**Run 1: pin placement**

The bar under the picture is 20 µm long. Pins as bars across the die edge, other pins in gray.
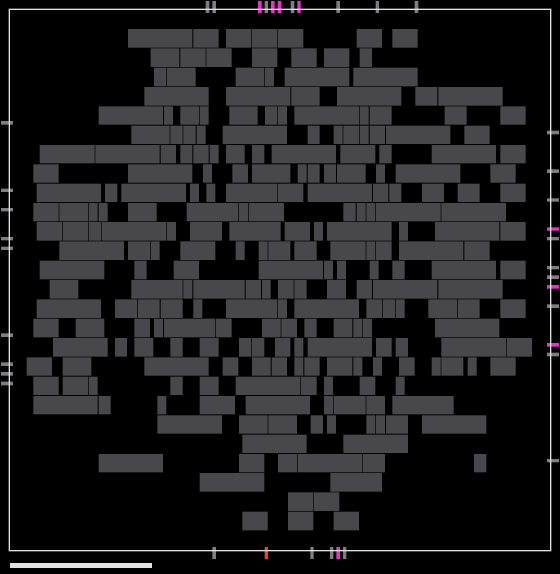
**Run 1: zoomed window**

The bar under the picture is 20 µm long. Window x 13 to 63, y 26 to 76 µm. Cells in gray, sequential cells in the stronger gray; small squares are vias.
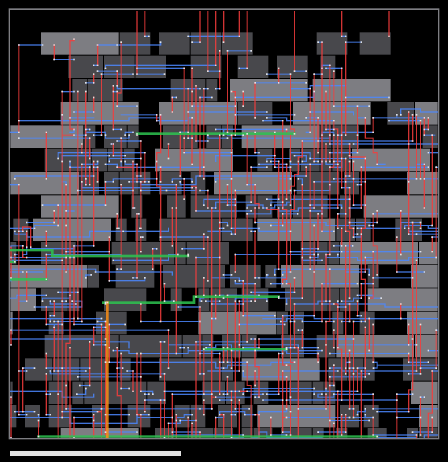
**Run 1: signal wires on met1**

The bar under the picture is 20 µm long.
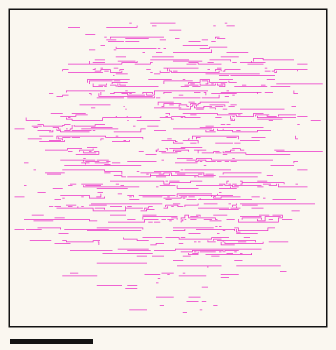
`config.mk`:
```
export PLATFORM = sky130hd
export DESIGN_NAME = alu_div_8b
export DESIGN_NICKNAME = d
export VERILOG_FILES = /design/src/rtl/alu_div_8b_pkg.sv /design/src/rtl/alu_sub_nb.sv /design/src/rtl/alu_div_8b.sv
export SDC_FILE = /design/constraint.sdc
export NUM_CORES = 1
export LEC_CHECK = 0
export CAP_MARGIN = 20
export CORE_MARGIN = 2
export CORE_UTILIZATION = 45
export CTS_CLUSTER_DIAMETER = 50
export DETAILED_ROUTE_END_ITERATION = 10
export PLACE_DENSITY = 0.81
export SYNTH_ARGS = -nofsm -noshare
export SYNTH_HDL_FRONTEND = slang
export SYNTH_SLANG_ARGS = --single-unit
```
`constraint.sdc`:
```
create_clock -name clk -period 4.9 [get_ports clk]
set_input_delay 0.735 -clock clk [delete_from_list [all_inputs] [get_ports clk]]
set_output_delay 0.735 -clock clk [all_outputs]
set_load 0.05 [all_outputs]
```
`src/rtl/alu_div_8b_pkg.sv`:
```
// Shared ALU definitions for the sequential divider: default width,
// FSM encoding and the divide-by-zero quotient constant.
package alu_div_8b_pkg;

    localparam int DIV_WIDTH = 8;

    typedef enum logic [1:0] {
        IDLE = 2'b00,
        RUN  = 2'b01,
        DONE = 2'b10
    } div_state_e;

    localparam logic [DIV_WIDTH-1:0] DIV_ZERO_Q = '1;

endpackage

```
`src/rtl/alu_sub_nb.sv`:
```
// N-bit ripple subtractor: a + ~b + 1 through a chain of full-adder cells.
// borrow is the inverted carry-out of the chain.
module alu_sub_nb #(
    parameter int N = 9
) (
    input  logic [N-1:0] a,
    input  logic [N-1:0] b,
    output logic [N-1:0] diff,
    output logic         borrow
);

    logic [N:0]   c;
    logic [N-1:0] b_n;

    assign c[0] = 1'b1;
    assign b_n  = ~b;

    for (genvar i = 0; i < N; i++) begin : g_fa
        assign diff[i]  = a[i] ^ b_n[i] ^ c[i];
        assign c[i+1]   = (a[i] & b_n[i]) | (c[i] & (a[i] ^ b_n[i]));
    end

    assign borrow = ~c[N];

endmodule

```
`src/rtl/alu_div_8b.sv`:
```
// Restoring unsigned divider: one quotient bit per clock, start/busy/done
// handshake, results held until the next accepted start.
module alu_div_8b
    import alu_div_8b_pkg::*;
#(
    parameter int WIDTH = DIV_WIDTH,
    parameter int CNT_W = 4
) (
    input  logic             clk,
    input  logic             rst_n,
    input  logic             start,
    input  logic [WIDTH-1:0] dividend,
    input  logic [WIDTH-1:0] divisor,
    output logic             busy,
    output logic             done,
    output logic [WIDTH-1:0] quotient,
    output logic [WIDTH-1:0] remainder,
    output logic             div_by_zero
);

    div_state_e       state_q, state_d;
    logic [WIDTH-1:0] dvsr_q, dvsr_d;
    logic [WIDTH-1:0] q_sh_q, q_sh_d;
    logic [WIDTH-1:0] p_q, p_d;
    logic [CNT_W-1:0] cnt_q, cnt_d;
    logic [WIDTH-1:0] quot_q, quot_d;
    logic [WIDTH-1:0] rem_q, rem_d;
    logic             dbz_q, dbz_d;

    logic             accept, last, take;
    logic [WIDTH:0]   t_a, t_diff;
    logic             t_borrow;

    assign accept = start && (state_q == IDLE || state_q == DONE);
    assign last   = (cnt_q == CNT_W'(WIDTH - 1));

    // Trial subtraction of the divisor from the shifted partial remainder
    assign t_a = {p_q, q_sh_q[WIDTH-1]};

    alu_sub_nb #(.N(WIDTH + 1)) u_sub (
        .a      (t_a),
        .b      ({1'b0, dvsr_q}),
        .diff   (t_diff),
        .borrow (t_borrow)
    );

    // P < divisor is invariant, so a non-borrowing result never sets the top bit
    assign take = ~(t_diff[WIDTH] | t_borrow);

    always_ff @(posedge clk or negedge rst_n) begin
        if (!rst_n) begin
            state_q <= IDLE;
            dvsr_q  <= '0;
            q_sh_q  <= '0;
            p_q     <= '0;
            cnt_q   <= '0;
            quot_q  <= '0;
            rem_q   <= '0;
            dbz_q   <= 1'b0;
        end else begin
            state_q <= state_d;
            dvsr_q  <= dvsr_d;
            q_sh_q  <= q_sh_d;
            p_q     <= p_d;
            cnt_q   <= cnt_d;
            quot_q  <= quot_d;
            rem_q   <= rem_d;
            dbz_q   <= dbz_d;
        end
    end

    always_comb begin
        state_d = state_q;
        case (state_q)
            IDLE:    if (accept) state_d = (divisor == '0) ? DONE : RUN;
            RUN:     if (last) state_d = DONE;
            DONE:    state_d = accept ? ((divisor == '0) ? DONE : RUN) : IDLE;
            default: state_d = IDLE;
        endcase
    end

    always_comb begin
        busy = (state_q == RUN);
        done = (state_q == DONE);
    end

    always_comb begin
        dvsr_d = dvsr_q;
        q_sh_d = q_sh_q;
        p_d    = p_q;
        cnt_d  = cnt_q;
        quot_d = quot_q;
        rem_d  = rem_q;
        dbz_d  = dbz_q;
        if (accept) begin
            if (divisor == '0) begin
                quot_d = {WIDTH{&DIV_ZERO_Q}};
                rem_d  = dividend;
                dbz_d  = 1'b1;
            end else begin
                dvsr_d = divisor;
                q_sh_d = dividend;
                p_d    = '0;
                cnt_d  = '0;
            end
        end else if (state_q == RUN) begin
            p_d    = take ? t_diff[WIDTH-1:0] : t_a[WIDTH-1:0];
            q_sh_d = {q_sh_q[WIDTH-2:0], take};
            cnt_d  = cnt_q + 1'b1;
            if (last) begin
                quot_d = q_sh_d;
                rem_d  = p_d;
                dbz_d  = 1'b0;
            end
        end
    end

    assign quotient    = quot_q;
    assign remainder   = rem_q;
    assign div_by_zero = dbz_q;

endmodule

```
==> metrics.cfg, run 1 <==
[finish]
nFillCells = 467
drive_gt1_share_pct = 13.7
fin_cells = 319
fin_nets = 276
final_util_pct = 56.4
final_cell_mix = 47 x dfrtp_1, 36 x clkdlybuf4s50_1, 27 x nand2_1
antenna_cells = 0
mi_logic_area_um2 = 1050

[detailed_routing]
firstDrtPassIters = 5
drc_errors = 0
drt_iter0_drc = 109
drt-wirelength-per-cell_um = 15.0
vias = 1697
drtAntennaViolNets = 0

[synth]
syn_inst = 211
postSynthSeqShare_pct = 50.3
yosysTopAreaCell = dfrtp_1
ff_type = dfrtp_1
most_common_cell = dfrtp_1
yosys_area_um2 = 2340
ys_types = 35
edf_count = 0
ys_sh_adder_pct = 7.07
yosys_cells = 211
syn_area_per_cell_um2 = 11.1
synth.mux.area_fraction_pct = 9.74
netlist_area_um2 = 2340
area_leaders = dfrtp_1 50%, mux2_2 6.7%, fa_1 6.0%, nand2_1 4.3%, nor3_1 3.0%
async_reset_ff_share_pct = 100
xor_share_pct = 1.50

[cts]
htreeDepth = 2
insertion_delay_ns = 0.30
hold_buffers = 0
cts_resized = 0
clock_path_buffers = 2
cts-root-buf = clkbuf_8
postCtsSetupBuffers = 0
tritoncts = built

[timing]
grt_setup_unrepaired = no
setup_tns_ns = 0
relSlewSlack_pct = 50.7
tightestPinTransition_ns = 0.740
finalClockSkew_ns = 0.00717
fin_crit_ns = 4.04
worst_slack_ns = 0.857

[worst_setup_path]
end_kind = flop
slowest_stage = xnor2_1
reg2reg_to = remainder[7]$_DFFE_PN0P_
critPathCapture = remainder[7]$_DFFE_PN0P_
crit_buf_inv = 4
crit_cells = 16
cp_cell_sequence = inv_1, ha_1, fa_1, inv_1, fa_1, fa_1, inv_1, fa_1, fa_1, fa_1, inv_1, fa_1, xnor2_1, mux2i_1, o21ai_0, mux2_2
r2r_setup_slack_ns = 0.86
cpPeakStageDelay_ns = 0.61
required_ns = 5.09

[status]
status = finished clean

[die]
rows = 26
core-area_um2 = 5070

[global_routing]
grt_pass1_wl_um = 8390
grt_pass1_vias = 1724
grt_use_total_pct = 18.0
grt_max_degree = 48

[placed_design]
hpwl_um = 3370
place_congestion = 0.772
post-place-cells = 310

## Picture notes: 'pin placement'
Magenta marks dividend, pins 8, direction input, edge 4 top, 3 right, 1 bottom. Red marks busy, pins 1, direction output, edge bottom.
All pins by edge: 12 right, 11 top, 9 left, 6 bottom.
IO Port Bufs: 37
Die W: 76.1 µm
die height: 76.1 µm

## Picture notes: 'zoomed window'
Orange marks metal 4. Blue marks metal 1. Red marks metal 2. Green marks metal 3.
Netlist names of flops here include q_sh_q (8), p_q (5), remainder (5). Sequential cells in the window: 24. Most frequent: dfrtp_1 (24), nand2_1 (18). 154 logic cells have their middle in the window.

## Picture notes: 'signal wires on met1'
The wires run mostly horizontal. The longest straight run is 20.7 µm. 248 nets have wire on it. The layer carries 2130 µm of wire. The layer holds 45% of the routed length.
Routed WL: 4780 µm
global-route met1 utilization: 24.6%

==> run 1: metal layers <==
| layer | share of wire (%) | track usage (%) | vias to the layer above | routed length (µm) |
|---|---|---|---|---|
| li1 | - | - | 804 | - |
| met1 | 45 | 24.6 | 848 | 2130 |
| met2 | 50 | 30.7 | 41 | 2390 |
| met3 | 4.8 | 2.61 | 4 | 227 |
| met4 | 0.71 | 4.36 | 0 | 34 |
| met5 | 0 | 0 | - | 0 |
==> run 1: layout make-up <==
| class | count | area share [%] |
|---|---|---|
| Sequential cell | 47 | 41.1 |
| Multi-Input combinational cell | 139 | 36.7 |
| Timing Repair Buffer | 40 | 14.0 |
| Tap cell | 70 | 3.06 |
| Clock buffer | 5 | 2.41 |
| Inverter | 15 | 1.97 |
| Clock inverter | 3 | 0.700 |
**Run 1: register map, names as in the netlist**

The bar under the picture is 20 µm long.
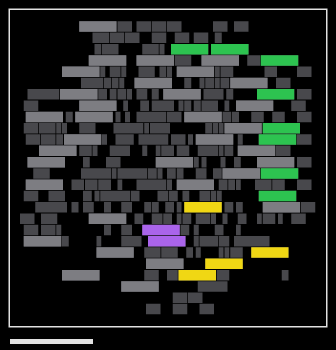

==> inputs of run 2 (changes only) <==
- PLACE_DENSITY: 0.81 -> 0.84
- clock period: 4.9 -> 3.6 ns (I/O delays scaled with it)
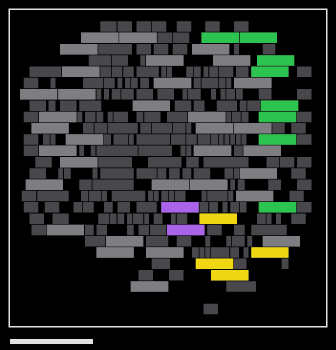
**Above:** run 2 (register map, names as in the netlist).
The bar under the picture is 20 µm long.
Green marks quotient, placed flops 8. Yellow marks cnt_q, placed flops 4. Purple marks state_q, placed flops 2.
Another 33 sequential cells are not colored.

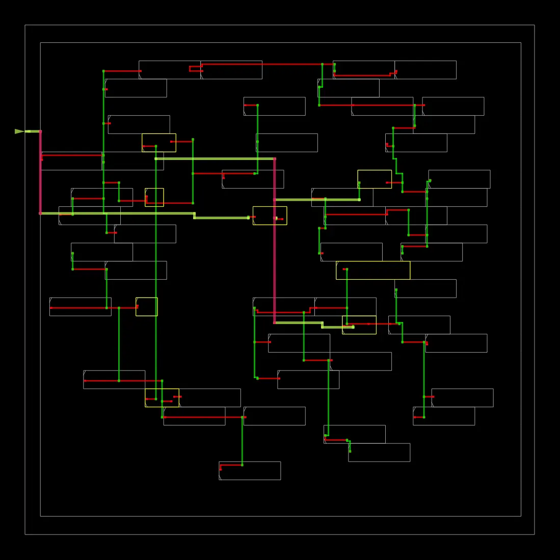
**Above:** run 2 (the clock network).
clock net sink count: 47
clock buffer count: 5
CTS buffer count: 5

==> run 2 against run 1 <==
The run now ends with setup timing left. First-iteration DRC count shrank 6.4%. Flip-flop count is the same. Maximum frequency grew 7.0%. Non-clock buffer count grew 11. Critical path depth is the same. Routed wire length grew 6.4%. Register-to-register slack lost 1.0 ns.
==> metrics.cfg, run 2 <==
[die]
die_width_um = 76.1
rows = 26
die_h_um = 76.1

[worst_setup_path]
required_ns = 3.80
cp_cell_sequence = inv_1, ha_2, fa_2, inv_2, fa_2, fa_2, inv_2, fa_2, fa_2, fa_2, inv_2, fa_2, xnor2_4, mux2i_1, o21ai_1, mux2_2
slowest_stage = dfrtp_1
crit_cells = 16
end_kind = flop
r2r_setup_slack_ns = -0.18

[cts]
insertion_delay_ns = 0.31
clock_path_buffers = 2
tritoncts = built

[finish]
drive_gt1_share_pct = 25.8
fin_nets = 287
antenna_cells = 0
final_util_pct = 61.0
nFillCells = 416

[synth]
edf_count = 0
yosysTopAreaCell = dfrtp_1
xor_share_pct = 1.50
syn_area_per_cell_um2 = 11.1
ys_sh_adder_pct = 7.07
most_common_cell = dfrtp_1
netlist_area_um2 = 2340
postSynthSeqShare_pct = 50.3
yosys_area_um2 = 2340
area_leaders = dfrtp_1 50%, mux2_2 6.7%, fa_1 6.0%, nand2_1 4.3%, nor3_1 3.0%
synth.mux.area_fraction_pct = 9.74
syn_inst = 211
async_reset_ff_share_pct = 100

[status]
violations = setup timing
status = finished with violations

[global_routing]
grtUsageMet2_pct = 29.5
grt_pass1_wl_um = 8570
top_usage_layer = met2
grt_use_total_pct = 18.8

[timing]
relSlewSlack_pct = 53.2
finalClockSkew_ns = 0.0156
setup_viol = 16
setup_tns_ns = -1.87
worst_slack_ns = -0.178
tightestPinTransition_ns = 0.702

[placed_design]
hpwl_um = 3400
io_buffers = 37

[detailed_routing]
totalWireLength_um = 5080
wl_met2_um = 2550
wl_met3_um = 237
drt-wirelength-per-cell_um = 15.4

-- run 2: timing repair --
item,CTS,global route
setup buffers,1,0
pin swaps,7,1
gates resized,11,10
gates cloned,0,0
hold endpoints to repair,0,0
endpoints found under the setup margin,17,18
-- run 2: final cells by class --
cell class	instances	area (µm²)	share of cell area (%)
well taps	70	87.6	2.83
multi-input cells	139	1160	37.4
clock inverters	3	46.3	1.50
clock buffers	5	68.8	2.22
repair buffers	51	503	16.3
flip-flops and latches	47	1180	38.0
inverters	15	56.3	1.82
-- run 2: stage by stage --
step,instances,hold slack (ns),worst slack [ns]
2_1_floorplan,211,0.244,0.0154
3_3_place_gp,320,0.459,-0.0730
3_5_place_dp,320,0.471,-0.170
4_1_cts,329,0.431,-0.0739
5_1_grt,330,0.0635,-0.239
6_report,330,0.0650,-0.178
